Fig. 1: run 1, routed metal per tile
Scale bar: 50 microns. 30 x 30 tiles, from dark purple (low) to yellow (high), scaled to the fullest tile. Values are wire area over tile area, all layers added.
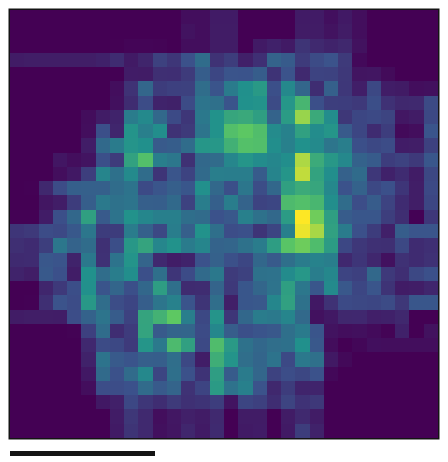
Fig. 2: run 1, placement view
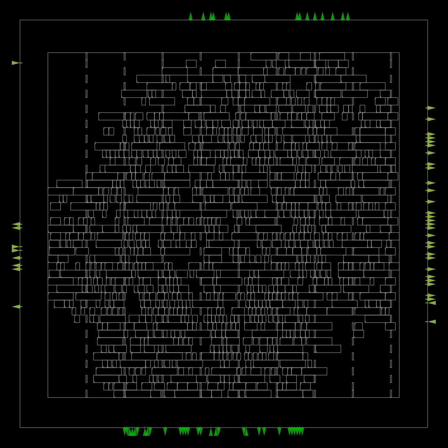
Fig. 3: run 1, clock distribution
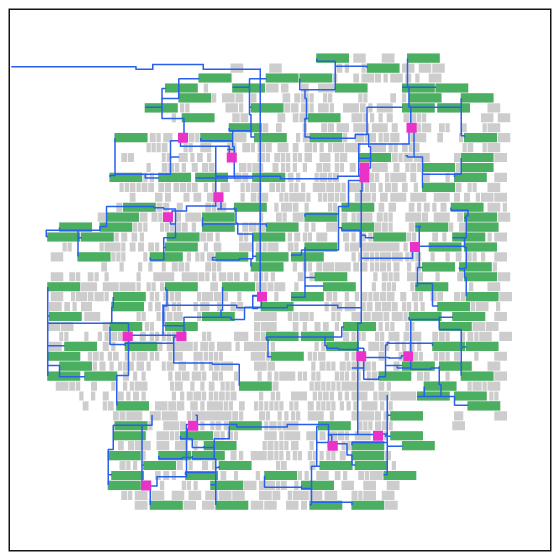
Fig. 4: run 1, register map, names as in the netlist
Other sequential cells in the stronger gray, the rest of the logic in the fainter gray.
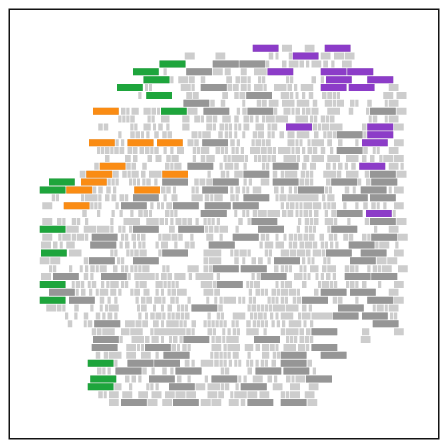
File: src/rtl/camera_frame_classifier.sv
// OV7670 RGB565 capture into the frame buffer with red/blue pixel classification and a per-frame verdict.
// Optional counting window enabled by defining CAM_ROI_EN.
module camera_frame_classifier #(
    parameter int WIDTH     = 176,
    parameter int HEIGHT    = 144,
    parameter int ADDR_W    = 15,
    parameter int CNT_W     = 16,
    parameter int RED_R     = 31,
    parameter int RED_G     = 8,
    parameter int RED_B     = 8,
    parameter int BLUE_R    = 1,
    parameter int BLUE_G    = 1,
    parameter int BLUE_B    = 5,
    parameter int RED_TH    = 17,
    parameter int BLUE_TH   = 12,
    parameter int MIN_COUNT = 6,
    parameter int ROI_X0    = 30,
    parameter int ROI_X1    = 149,
    parameter int ROI_Y0    = 20,
    parameter int ROI_Y1    = 129
) (
    input  logic              i_clk,
    input  logic              i_rst,
    input  logic [7:0]        i_cam_data,
    input  logic              i_href,
    input  logic              i_vsync,
    input  logic              i_result_ack,
    output logic              o_wr_en,
    output logic [ADDR_W-1:0] o_wr_addr,
    output logic [15:0]       o_wr_data,
    output logic [1:0]        o_wr_class,
    output logic              o_result_valid,
    output logic [1:0]        o_result_class,
    output logic [CNT_W-1:0]  o_red_count,
    output logic [CNT_W-1:0]  o_blue_count,
    output logic              o_overrun
);
    localparam int XW = $clog2(WIDTH + 1);
    localparam int YW = $clog2(HEIGHT + 1);

    typedef enum logic {S_WAIT_FRAME, S_ACTIVE} state_t;

    state_t            r_state;
    logic              r_vsync_d, r_href_d, r_phase;
    logic [7:0]        r_lo;
    logic [XW-1:0]     r_x;
    logic [YW-1:0]     r_y;
    logic [ADDR_W-1:0] r_base;
    logic [CNT_W-1:0]  r_red, r_blue;

    function automatic logic [6:0] absdiff(input logic [4:0] a, input logic [4:0] b);
        logic [6:0] d;
        d = {2'b00, a} - {2'b00, b};
        return d[6] ? 7'(-d) : d;
    endfunction

    logic [15:0] w_pix;
    logic        w_red, w_blue, w_in_frame, w_count_ok;
    logic [1:0]  w_class, w_verdict;
    logic        w_vs_rise, w_vs_fall, w_href_fall;

    assign w_pix       = {i_cam_data, r_lo};
    assign w_vs_rise   = i_vsync & ~r_vsync_d;
    assign w_vs_fall   = ~i_vsync & r_vsync_d;
    assign w_href_fall = ~i_href & r_href_d;

    // G compared on the top 5 bits of its 6-bit field
    assign w_red  = (absdiff(w_pix[15:11], 5'(RED_R)) < 7'(RED_TH)) &&
                    (absdiff(w_pix[10:6],  5'(RED_G)) < 7'(RED_TH)) &&
                    (absdiff(w_pix[4:0],   5'(RED_B)) < 7'(RED_TH));
    assign w_blue = (absdiff(w_pix[15:11], 5'(BLUE_R)) < 7'(BLUE_TH)) &&
                    (absdiff(w_pix[10:6],  5'(BLUE_G)) < 7'(BLUE_TH)) &&
                    (absdiff(w_pix[4:0],   5'(BLUE_B)) < 7'(BLUE_TH));
    assign w_class    = w_red ? 2'b01 : (w_blue ? 2'b10 : 2'b00);
    assign w_in_frame = (r_x < XW'(WIDTH)) && (r_y < YW'(HEIGHT));

`ifdef CAM_ROI_EN
    assign w_count_ok = (32'(r_x) >= 32'(ROI_X0)) && (32'(r_x) <= 32'(ROI_X1)) &&
                        (32'(r_y) >= 32'(ROI_Y0)) && (32'(r_y) <= 32'(ROI_Y1));
`else
    assign w_count_ok = 1'b1;
`endif

    assign w_verdict = (r_red >= CNT_W'(MIN_COUNT) && r_red >= r_blue) ? 2'b01 :
                       (r_blue >= CNT_W'(MIN_COUNT))                    ? 2'b10 : 2'b00;

    always_ff @(posedge i_clk or posedge i_rst) begin
        if (i_rst) begin
            r_state        <= S_WAIT_FRAME;
            r_vsync_d      <= 1'b0;
            r_href_d       <= 1'b0;
            r_phase        <= 1'b0;
            r_lo           <= '0;
            r_x            <= '0;
            r_y            <= '0;
            r_base         <= '0;
            r_red          <= '0;
            r_blue         <= '0;
            o_wr_en        <= 1'b0;
            o_wr_addr      <= '0;
            o_wr_data      <= '0;
            o_wr_class     <= '0;
            o_result_valid <= 1'b0;
            o_result_class <= '0;
            o_red_count    <= '0;
            o_blue_count   <= '0;
            o_overrun      <= 1'b0;
        end else begin
            r_vsync_d <= i_vsync;
            r_href_d  <= i_href;
            o_wr_en   <= 1'b0;
            if (o_result_valid && i_result_ack)
                o_result_valid <= 1'b0;
            case (r_state)
                // Entry needs VSYNC seen high first, so a reset mid-frame waits for a whole new frame
                S_WAIT_FRAME: if (w_vs_fall) begin
                    r_state <= S_ACTIVE;
                    r_x     <= '0;
                    r_y     <= '0;
                    r_base  <= '0;
                    r_phase <= 1'b0;
                    r_red   <= '0;
                    r_blue  <= '0;
                end
                S_ACTIVE: if (w_vs_rise) begin
                    r_state        <= S_WAIT_FRAME;
                    o_result_valid <= 1'b1;
                    o_result_class <= w_verdict;
                    o_red_count    <= r_red;
                    o_blue_count   <= r_blue;
                    if (o_result_valid && !i_result_ack)
                        o_overrun <= 1'b1;
                end else if (i_href) begin
                    if (!r_phase) begin
                        r_lo    <= i_cam_data;
                        r_phase <= 1'b1;
                    end else begin
                        r_phase <= 1'b0;
                        if (r_x != XW'(WIDTH))
                            r_x <= r_x + 1'b1;
                        if (w_in_frame) begin
                            o_wr_en    <= 1'b1;
                            o_wr_addr  <= r_base + ADDR_W'(r_x);
                            o_wr_data  <= w_pix;
                            o_wr_class <= w_class;
                            if (w_count_ok && w_class == 2'b01 && r_red != '1)
                                r_red <= r_red + 1'b1;
                            if (w_count_ok && w_class == 2'b10 && r_blue != '1)
                                r_blue <= r_blue + 1'b1;
                        end
                    end
                end else if (w_href_fall) begin
                    r_x     <= '0;
                    r_phase <= 1'b0;
                    if (r_y != YW'(HEIGHT)) begin
                        r_y    <= r_y + 1'b1;
                        r_base <= r_base + ADDR_W'(WIDTH);
                    end
                end
                default: r_state <= S_WAIT_FRAME;
            endcase
        end
    end
endmodule

File: config.mk
export PLATFORM = sky130hd
export DESIGN_NAME = camera_frame_classifier
export DESIGN_NICKNAME = d
export VERILOG_FILES = /design/src/rtl/camera_frame_classifier.sv
export SDC_FILE = /design/constraint.sdc
export NUM_CORES = 1
export LEC_CHECK = 0
export ABC_AREA = 1
export CORE_MARGIN = 10
export CORE_UTILIZATION = 50
export CTS_BUF_LIST = sky130_fd_sc_hd__clkbuf_4
export CTS_CLUSTER_DIAMETER = 100
export DETAILED_ROUTE_END_ITERATION = 7
export HOLD_SLACK_MARGIN = 0.05
export PLACE_DENSITY = 0.8
export SLEW_MARGIN = 10
export SYNTH_ARGS = -nofsm -noshare
export SYNTH_HDL_FRONTEND = slang
export SYNTH_SLANG_ARGS = --single-unit
File: constraint.sdc
create_clock -name i_clk -period 5.1 [get_ports i_clk]
set_clock_uncertainty 0.1 [all_clocks]
set_input_delay 1.53 -clock i_clk [delete_from_list [all_inputs] [get_ports i_clk]]
set_output_delay 1.53 -clock i_clk [all_outputs]
set_load 0.01 [all_outputs]
==> results_dict.tcl, run 1 <==
# flow metrics
set metrics [dict create \
    synth_top_area_share_pct 43.2 \
    reg2reg_depth 8 \
    p_sw_w 0.00127 \
    topCombFamilyByArea "simple AND/OR/NAND/NOR gates" \
    comb_power_share_pct 34.1 \
    rows 46 \
    fp_nets 1116 \
    synth-simple-area-share_pct 29.2 \
    nets 1192 \
    synth_chip_area_sq_um 8170 \
    finalWeightedCongestion 0.912 \
    warnings 43 \
    min_path_cells 2 \
    cap_violations 0 \
    worst_hold_path_type "flip-flop to flip-flop" \
    synth.area.mux_share_pct 0 \
    ys_seq_share_pct 43.2 \
    hold_violations 0 \
    post_cts_buffers 0 \
    powerDensity_nw_per_um2 359 \
    power_frac_clock_pct 21.4 \
    status "finished, final reports clean" \
    drt_iter0_drc 654 \
    wirelength_mm 19.4 \
    ys_sh_xor_pct 3.22 \
    wire_per_inst_microns 14.2 \
    p_leak_nw 4.37 \
    end_kind "flip-flop" \
    cts_tree "yes" \
    syn_avg_cell_area_sq_um 7.73 \
    drv_slew 0 \
    drt-vias-per-instance 5.28 \
    p_seq_share_pct 44.5 \
    grt_usage_pct 17.9 \
    clk_pin_slew_ps 120 \
    die_x_microns 148 \
    finalCriticalPeriod_ps 3530 \
    layout-drive-gt1-share_pct 8.64 \
    aoi_share_pct 9.85 \
    worst_ep_required_time_ps 5530 \
    yosysTopAreaCell "dfrtp_1" \
    flop_cell "dfrtp_1" \
    intPower_w 0.00213 \
    place_area_sq_um 9170 \
    synthCells 1057 \
    pin_count 83 \
    tightest_slew_ps 696 \
    coreArea_sq_um 15900 \
    numPortBuffers 82 \
    total_power_w 0.00340 \
    grt_antenna_before_repair 1 \
    dieArea_sq_um 21900 \
    grt_pass1_vias 6847 \
    clock-sinks 141 \
    overflow 0 \
    timing.final.crit_share_pct 69.3 \
    cts_hold_repair.buffers 0 \
    cp-start-kind "input pin" \
    common_cells "nand2_1, dfrtp_1, inv_1" \
    crit_type "input pin to flip-flop" \
    synthDistinctLibCells 42 \
    area_growth_pct 15.7 \
    grt_pass1_wl_mm 32.7 \
    numSynthFlops 141 \
    clk_latency_ps 590 \
    ant_nets 0 \
    rsz0062_at_grt "false" \
    finalInstanceArea_sq_um 9460 \
    dr.pass1.iters 5 \
    setup_tns_ps 0 \
    logic_area_sq_um 4030 \
    synth_adder_area_share_pct 7.04 \
    max_freq_mhz 283 \
    ys_warn_count 0 \
    cts-root-buf "clkbuf_4" \
    flop_area_sq_um 3530 \
    synthArstFlopShare_pct 100 \
    switching_share_pct 37.3 \
    ys_cells 1057 \
    cts_made_buffers 17 \
    synth.area.top_cells "dfrtp_1, nand2_1, ha_1, o21ai_0, inv_1" \
    drc 0 \
    slew_headroom_pct 53.5 \
]
About Fig. 1:
fullest tile: 0.69
tiles over half the peak: 8.8%
mean over tiles: 0.14
nearly empty tiles: 25%
emptiest ninth of the die: top left

About Fig. 2:
fill count: 1469
flip-flops: 141
Core Util, Final: 59.3%

About Fig. 3:
legend:
  green:
    item: flip-flops
    count: 141
  magenta:
    item: clock-net drivers
    count: 17
  blue:
    item: clock wires
    length: 1840 microns
routed clock nets: 18

About Fig. 4:
legend:
  orange:
    signal: r_base
    flops: 11
    where: left middle
  green:
    signal: o_wr_addr
    flops: 15
  purple:
    signal: o_blue_count
    flops: 16
    where: top right

## run 1: cells by family after synthesis
kind of cell / after synthesis
flops: 141
fa+ha+maj: 46
simple gates: 536
xor+xnor: 30
compound gates: 153
buf+inv: 151
## run 1: per-layer routing
metal | wire length (microns) | vias up | GRT usage, %
met1 | 8600 | 3390 | 22.2
li1 | - | 3579 | -
met4 | 376 | 0 | 5.95
met2 | 9330 | 188 | 29.6
met5 | 0 | - | 0
met3 | 1090 | 33 | 4.88
## run 1: power by group through the flow
stage	sequential, W	clock [W]	combinational [W]
final	0.00151	0.000728	0.00116
after global routing	0.00154	0.000793	0.00131
after CTS	0.00151	0.000742	0.00117
after detailed placement	0.00153	0	0.00117
after global placement	0.00152	0	0.00113
after floorplan	0.00155	0	0.000667
## run 1: worst max-delay path: stages
cell and delay [ps]:
clkdlybuf4s50_1 650, inv_1 130, ha_1 290, inv_1 50
nand2_1 60, inv_2 80, nand2_1 80, nor2_1 110
nand3_1 80, nand2_1 110, nor2_4 50, nand3_4 90
nand3_4 200, nand2_4 290, nand2_1 80, nand2_1 70
## run 1: cell usage in the layout, fill, tap and decap left out, types with 3 or more instances in the layout
cell type          n
nor2_1            91
ha_1              46
nand2_1          277
xnor2_1            3
xor2_1            27
o21ai_1           18
nand3_2            3
buf_4              4
clkdlybuf4s50_1   82
inv_1            103
clkbuf_4          18
clkinv_2           3
clkinvlp_4         8
inv_2             14
nor3_1            27
o21ai_0           93
nand3_1           73
dfrtp_1          141
nor4_1             4
nand4_1           15
nand2_2           26
nor2_2             5
nand3b_1           3
a21oi_1           30
## run 1: through the flow
| step | hold slack, ps | cells | worst slack (ps) | util, % |
|---|---|---|---|---|
| 2_1_floorplan | 349 | 1057 | 1710 | - |
| 3_3_place_gp | 353 | 1330 | 1070 | 57.5 |
| 3_5_place_dp | 359 | 1330 | 1000 | 57.5 |
| 4_1_cts | 389 | 1362 | 1630 | 59.3 |
| 5_1_grt | 415 | 1363 | 1300 | 59.3 |
| 6_report | 376 | 1363 | 1570 | 59.3 |
## run 1: worst paths after layout
path | start | endpoint | slack, ps
max | i_cam_data[4] | r_blue[11] | 1570
min | r_lo[5] | o_wr_data[5] | 380
max reg2reg | r_state | r_y[6] | 2490
min reg2reg | r_lo[5] | o_wr_data[5] | 380
max in group asynchronous | i_rst | r_base[11] | 2590
min in group asynchronous | i_rst | r_lo[4] | 1280
## run 1: layout make-up
cell class / count / share of cell area (%)
multi-input cells: 765 / 42.6
flip-flops and latches: 141 / 37.3
repair buffers: 88 / 9.42
inverters: 120 / 4.80
well taps: 216 / 2.86
clock inverters: 14 / 1.53
clock buffers: 18 / 1.43
diodes: 1 / 0.0265
## run 1: registers in the layout, summed over array words and instances (netlist names), 11 cells and up
| name | cells |
|---|---|
| o_blue_count | 16 |
| o_red_count | 16 |
| o_wr_addr | 15 |
| o_wr_data | 16 |
| r_base | 11 |
| r_blue | 16 |
| r_red | 16 |
Fig. 5: run 1, metal 4
Scale bar: 50 microns. Supply wires on this layer in gray.
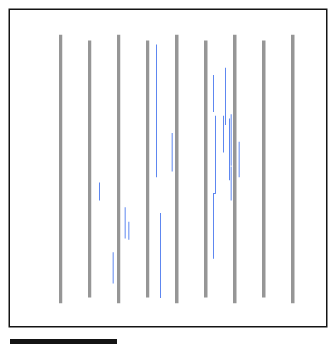

## Run 2: what changed since run 1
Settings changed: PLACE_DENSITY 0.8 to 0.78.
Clock period 5.1 ns to 3.4 ns, I/O delays scaled along.
Fig. 6: run 2, metal 4
Scale bar: 50 microns. Supply wires on this layer in gray.
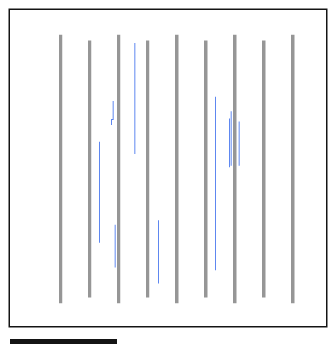
main direction: vertical
longest straight run: 80.9 microns

==> results_dict.tcl, run 2 <==
# flow metrics
set metrics [dict create \
    status "finished, final reports clean" \
    drt_iter0_drc 530 \
    overflow 0 \
    clk_pin_slew_ps 120 \
    area_growth_pct 17.4 \
    p_sw_w 0.00189 \
    synth_top_area_share_pct 43.2 \
    fillers 1458 \
    cts-resized-gates 0 \
    logic_area_sq_um 4030 \
    switching_share_pct 36.6 \
    syn_avg_cell_area_sq_um 7.73 \
    worstPathCellList "clkdlybuf4s50_1 -> inv_1 -> ha_1 -> inv_1 -> nand2_1 -> inv_2 -> nand2_1 -> nor2_1 -> nand3_1 -> nand2_1 -> nor2_4 -> nand4_2 -> nand2_1 -> buf_12 -> nand2_1 -> o21ai_1" \
    intPower_w 0.00327 \
    common_cells "nand2_1, dfrtp_1, inv_1" \
    clockBufferDepth 2 \
    clk_latency_ps 570 \
    ys_warn_count 0 \
    rsz0062_at_grt "false" \
    post_cts_buffers 0 \
    cts_hold_repair.buffers 0 \
    synthArstFlopShare_pct 100 \
    p_seq_share_pct 43.7 \
    setup_viol 0 \
    clock-sinks 141 \
    synthDistinctLibCells 42 \
    synth.area.top_cells "dfrtp_1, nand2_1, ha_1, o21ai_0, inv_1" \
    yosysTopAreaCell "dfrtp_1" \
    cts-root-buf "clkbuf_4" \
    hpwlAfterDp_mm 14.4 \
    drt-vias-per-instance 5.20 \
    grt_pass1_vias 6715 \
    cap_violations 0 \
    cp.arrival_ps 3150 \
    timing.final.crit_share_pct 80.9 \
    dieArea_sq_um 21900 \
    cts_made_buffers 17 \
    crit_path_frequent_cell "nand2_1" \
    cp-start-kind "input pin" \
    ys_cells 1057 \
    layout-drive-gt1-share_pct 9.34 \
    wirelength_mm 19.4 \
    drv_slew 0 \
    pin_count 83 \
    slowest_stage "clkdlybuf4s50_1" \
    die_h_microns 148 \
    crit_type "input pin to flip-flop" \
    synthCells 1057 \
    setup_ws_ps 650 \
    place_area_sq_um 9290 \
    grt_max_degree 57 \
    finalInstanceArea_sq_um 9590 \
    end_kind "flip-flop" \
    fp_nets 1116 \
    syn_area_sq_um 8170 \
    initial_core_util_pct 51.2 \
    flop_cell "dfrtp_1" \
    powerDensity_nw_per_um2 538 \
    finalCriticalPeriod_ps 2750 \
    wire_per_inst_microns 14.1 \
    max_freq_mhz 364 \
    ant_nets 0 \
    path_max_fanout 30 \
    dr.pass1.iters 5 \
    cts_tree "yes" \
    ys_seq_share_pct 43.2 \
    grt_usage_pct 18.0 \
    tightest_slew_ps 707 \
    hold_violations 0 \
    h-tree-depth 4 \
    synth_chip_area_sq_um 8170 \
    lay_top_count "nand2_1" \
    most-common-layout-cells "nand2_1, dfrtp_1, inv_1" \
    rows 46 \
    post-place-ws_ps 88.8 \
    numPortBuffers 82 \
    drc 0 \
    finalWeightedCongestion 0.906 \
    power_frac_clock_pct 22.3 \
    flop_area_sq_um 3530 \
    warnings 41 \
    p_leak_nw 4.45 \
    coreArea_sq_um 15900 \
    total_power_w 0.00517 \
    top_cell "nand2_1" \
    critical_path.max_stage_delay_ps 550 \
    grt_antenna_before_repair 1 \
    slew_headroom_pct 52.8 \
    setup_tns_ps 0 \
    nets 1203 \
    grt_pass1_wl_mm 33.1 \
    worst_ep_required_time_ps 3800 \
    vias 7143 \
    worst_hold_path_type "flip-flop to flip-flop" \
    irDropWorstVdd_uv 291 \
    die_x_microns 148 \
    comb_power_share_pct 33.9 \
    numSynthFlops 141 \
    edf_count 0 \
]
Fig. 7: run 2, placement view
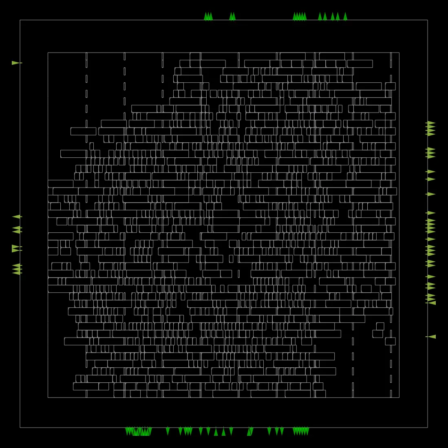
non-filler instance count after layout: 1373
Seq/total area: 36.8%

run 2: cell counts after synthesis:
No cell type changed its count.
run 2: final timing paths:
kind / start / endpoint / slack, ps / depth (start not counted)
setup reg to reg: r_lo[0] / r_red[5] / 1000 / 16
hold / removal: o_overrun / o_overrun / 390 / 1
hold reg to reg: o_overrun / o_overrun / 390 / 1
max in group asynchronous: i_rst / r_base[11] / 1970 / 3
min in group asynchronous: i_rst / o_result_valid / 650 / 2
setup / recovery: i_cam_data[4] / r_red[5] / 650 / 16
run 2: worst max-delay path: cells and delay by family:
kind                     cells  cell delay (ps)
AND-OR/OR-AND                1               80
adder cells (fa/ha/maj)      1              280
buffers and inverters        5              900
AND/OR/NAND/NOR              9              850
run 2: power by group through the flow:
stage / sequential, W / clock (W) / combinational (W)
global placement: 0.00228 / 0 / 0.00173
global route: 0.00230 / 0.00125 / 0.00199
detailed placement: 0.00229 / 0 / 0.00176
CTS: 0.00226 / 0.00118 / 0.00178
floorplan: 0.00232 / 0 / 0.00100
finish: 0.00226 / 0.00115 / 0.00175
run 2: per-stage QoR:
stage	util [%]	hold WS, ps	cells
global route	60.2	420	1373
global placement	58.3	357	1341
floorplan	-	349	1057
CTS	60.2	394	1372
detailed placement	58.3	363	1341
finish	60.2	391	1373
run 2: per-layer routing:
metal	GRT usage [%]	share of wire, %
met1	23.4	46
met2	29.8	48
met3	3.39	4.3
met4	5.65	1.6
met5	0	0
run 2: cells by family (layout without fill, tap and decap cells):
kind of cell / Yosys count / count (layout) / synth area share, %
flip-flops: 141 / 141 / 43.2
AND/OR/NAND/NOR: 536 / 536 / 29.2
XOR/XNOR: 30 / 30 / 3.22
AND-OR/OR-AND: 153 / 153 / 9.85
adder cells (fa/ha/maj): 46 / 46 / 7.04
other: 0 / 1 / 0
buffers and inverters: 151 / 250 / 7.49
run 2: layout make-up:
class                   instances  share of cell area (%)
multi-input cells             765                    42.0
flip-flops and latches        141                    36.8
repair buffers                 99                    10.5
inverters                     120                    4.73
well taps                     216                    2.82
clock inverters                14                    1.76
clock buffers                  17                    1.33
diodes                          1                  0.0261
Fig. 8: run 2, clock distribution
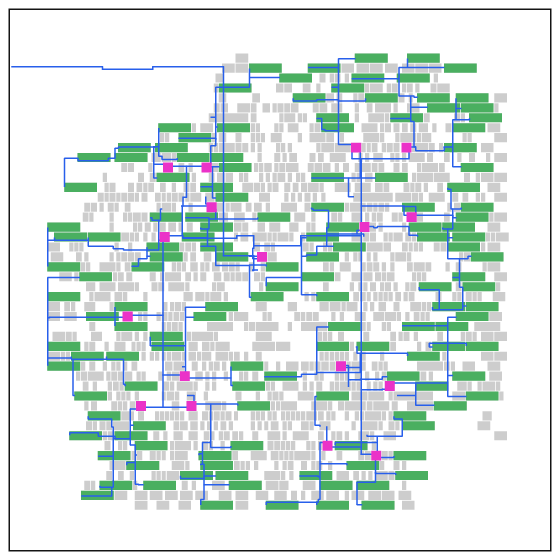

## Run 3: what changed since run 2
Clock period 3.4 ns to 2.69 ns, I/O delays scaled along.
Fig. 9: run 3, clock distribution
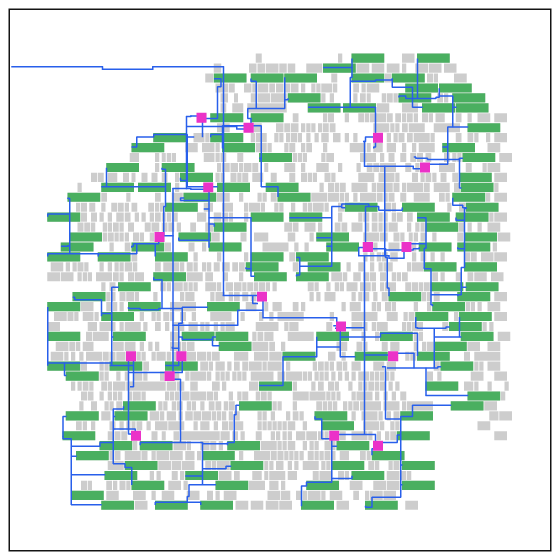
legend:
  magenta:
    item: clock-net drivers
    count: 17
  blue:
    item: clock wires
    length: 1830 microns
  green:
    item: flip-flops
    count: 141
flops lie: all over the die

==> results_dict.tcl, run 3 <==
# flow metrics
set metrics [dict create \
    status "finished, final reports clean" \
    tightest_slew_ps 487 \
    wl_met2_mm 9.23 \
    numSynthFlops 141 \
    nets 1229 \
    wirelength_mm 19.6 \
    holdWs_ps 391 \
    p_leak_nw 4.60 \
    reg2reg_depth 14 \
    edf_count 0 \
    slew_headroom_pct 67.3 \
    total_power_w 0.00658 \
    lay_top_count "nand2_1" \
    cts_made_buffers 17 \
    clockBufferDepth 2 \
    synthCells 1057 \
    crit_path_end "o_wr_addr[12]" \
    area_growth_pct 20.3 \
    dp.cells 1367 \
    die_h_microns 148 \
    critPathTopFamily "buffers and inverters" \
    finalCriticalPeriod_ps 2450 \
    ys_cells 1057 \
    grt_usage_pct 18.7 \
    drt-met1-wl_mm 9.07 \
    cts_hold_repair.buffers 0 \
    dieArea_sq_um 21900 \
    synth.area.top_cells "dfrtp_1, nand2_1, ha_1, o21ai_0, inv_1" \
    wire_per_inst_microns 14.0 \
    fillers 1434 \
    post-place-ws_ps -326 \
    setup_ws_ps 236 \
    worstPathCellList "clkdlybuf4s50_1" \
    end_kind "output port" \
    fin_cells 1400 \
    crit_path_start "o_wr_addr[12]" \
    ys_warn_count 0 \
    cts-root-buf "clkbuf_4" \
    cts_tree "yes" \
    cp.arrival_ps 1550 \
    clk_pin_slew_ps 120 \
    path_max_fanout 2 \
    setup_viol 0 \
    worst_ep_required_time_ps 1780 \
    cp-start-kind "flip-flop" \
    overflow 0 \
    pin_count 83 \
    synthDistinctLibCells 42 \
    top_cell "nand2_1" \
    hpwlAfterDp_mm 14.5 \
    critical_path.max_stage_delay_ps 570 \
    vias 7260 \
    crit_cells 1 \
    fp_nets 1116 \
    synth_top_area_share_pct 43.2 \
    flop_cell "dfrtp_1" \
    syn_avg_cell_area_sq_um 7.73 \
    slowest_stage "clkdlybuf4s50_1" \
    clk_latency_ps 580 \
    drv_slew 0 \
    layout-drive-gt1-share_pct 11.3 \
    timing.final.crit_share_pct 91.2 \
    drt_iter0_drc 533 \
    ys_seq_share_pct 43.2 \
    hold_violations 0 \
    top_layer_used "met4" \
    dr.pass1.iters 5 \
    grt_pass1_wl_mm 34.3 \
    rows 46 \
    worst_hold_path_type "flip-flop to flip-flop" \
    flop_area_sq_um 3530 \
    path_buffers 1 \
    dr_wl_met3_microns 979 \
    rsz0062_at_grt "false" \
    irDropWorstVdd_uv 442 \
    r2r_end "r_blue[9]" \
    initial_core_util_pct 51.2 \
    numPortBuffers 82 \
    grt_max_degree 51 \
    grt_pass1_vias 7038 \
    logic_area_sq_um 4030 \
    drc 0 \
    cts-resized-gates 0 \
    crit_type "flip-flop to output port" \
]
Fig. 10: run 3, routed metal per tile
Scale bar: 50 microns. 30 x 30 tiles, from dark purple (low) to yellow (high), scaled to the fullest tile. Values are wire area over tile area, all layers added.
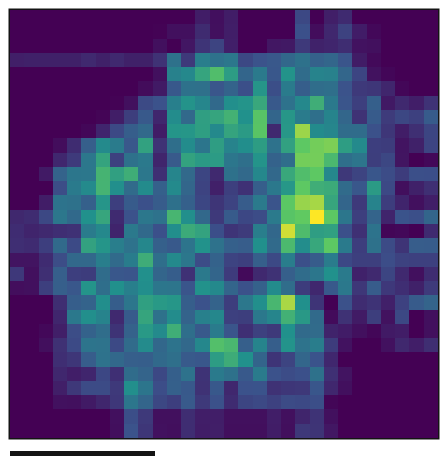
tiles over half the peak: 10%
fullest tile: 0.63
emptiest ninth of the die: top left
nearly empty tiles: 23%
mean over tiles: 0.14
densest ninth of the die: middle

## run 3: kinds of logic (layout without fill, tap and decap cells)
| family | after synthesis | count (layout) | share of synthesized area (%) |
|---|---|---|---|
| simple gates | 536 | 536 | 29.2 |
| compound gates | 153 | 153 | 9.85 |
| buf+inv | 151 | 276 | 7.49 |
| flops | 141 | 141 | 43.2 |
| fa+ha+maj | 46 | 46 | 7.04 |
| xor+xnor | 30 | 30 | 3.22 |
| other cells | 0 | 2 | 0 |
## run 3: how the worst min path moves through the flow
stage | end | from | cells past startpoint
finish | o_wr_addr[4] | o_wr_addr[4] | 2
global route | r_red[7] | i_rst | 2
CTS | o_wr_addr[4] | o_wr_addr[4] | 2
detailed placement | o_wr_addr[4] | o_wr_addr[4] | 2
global placement | o_red_count[12] | o_red_count[12] | 2
floorplan | o_wr_data[5] | r_lo[5] | 2
## run 3: cell type report
class	count	share of cell area, %
antenna	2	0.0509
clock buffer	17	1.30
clock inverter	14	1.73
inverter	120	4.62
multi-input combinational	765	41.0
sequential	141	35.9
tap	216	2.75
timing repair buffer	125	12.7
## run 3: routing by layer
metal	vias to the layer above	GRT usage (%)
li1	3665	-
met1	3381	24.8
met2	188	29.9
met3	26	3.97
met4	0	5.90
met5	-	0
## run 3: power breakdown
group	total, W	switching (W)	internal, W	leakage, nW
clock	0.00146	0.000823	0.000640	0.152
sequential	0.00285	0.000337	0.00251	1.90
combinational	0.00227	0.00123	0.00104	2.55
total	0.00658	0.00239	0.00419	4.60
## run 3: per-stage QoR
step,TNS (ps),area (sq um),utilization [%]
floorplan,0,8170,-
CTS,0,9820,61.6
global route,0,9830,61.7
detailed placement,-10030,9530,59.8
global placement,-8050,9530,59.8
finish,0,9830,61.7
No activity file was given, so power comes from the tool's default toggle rates.
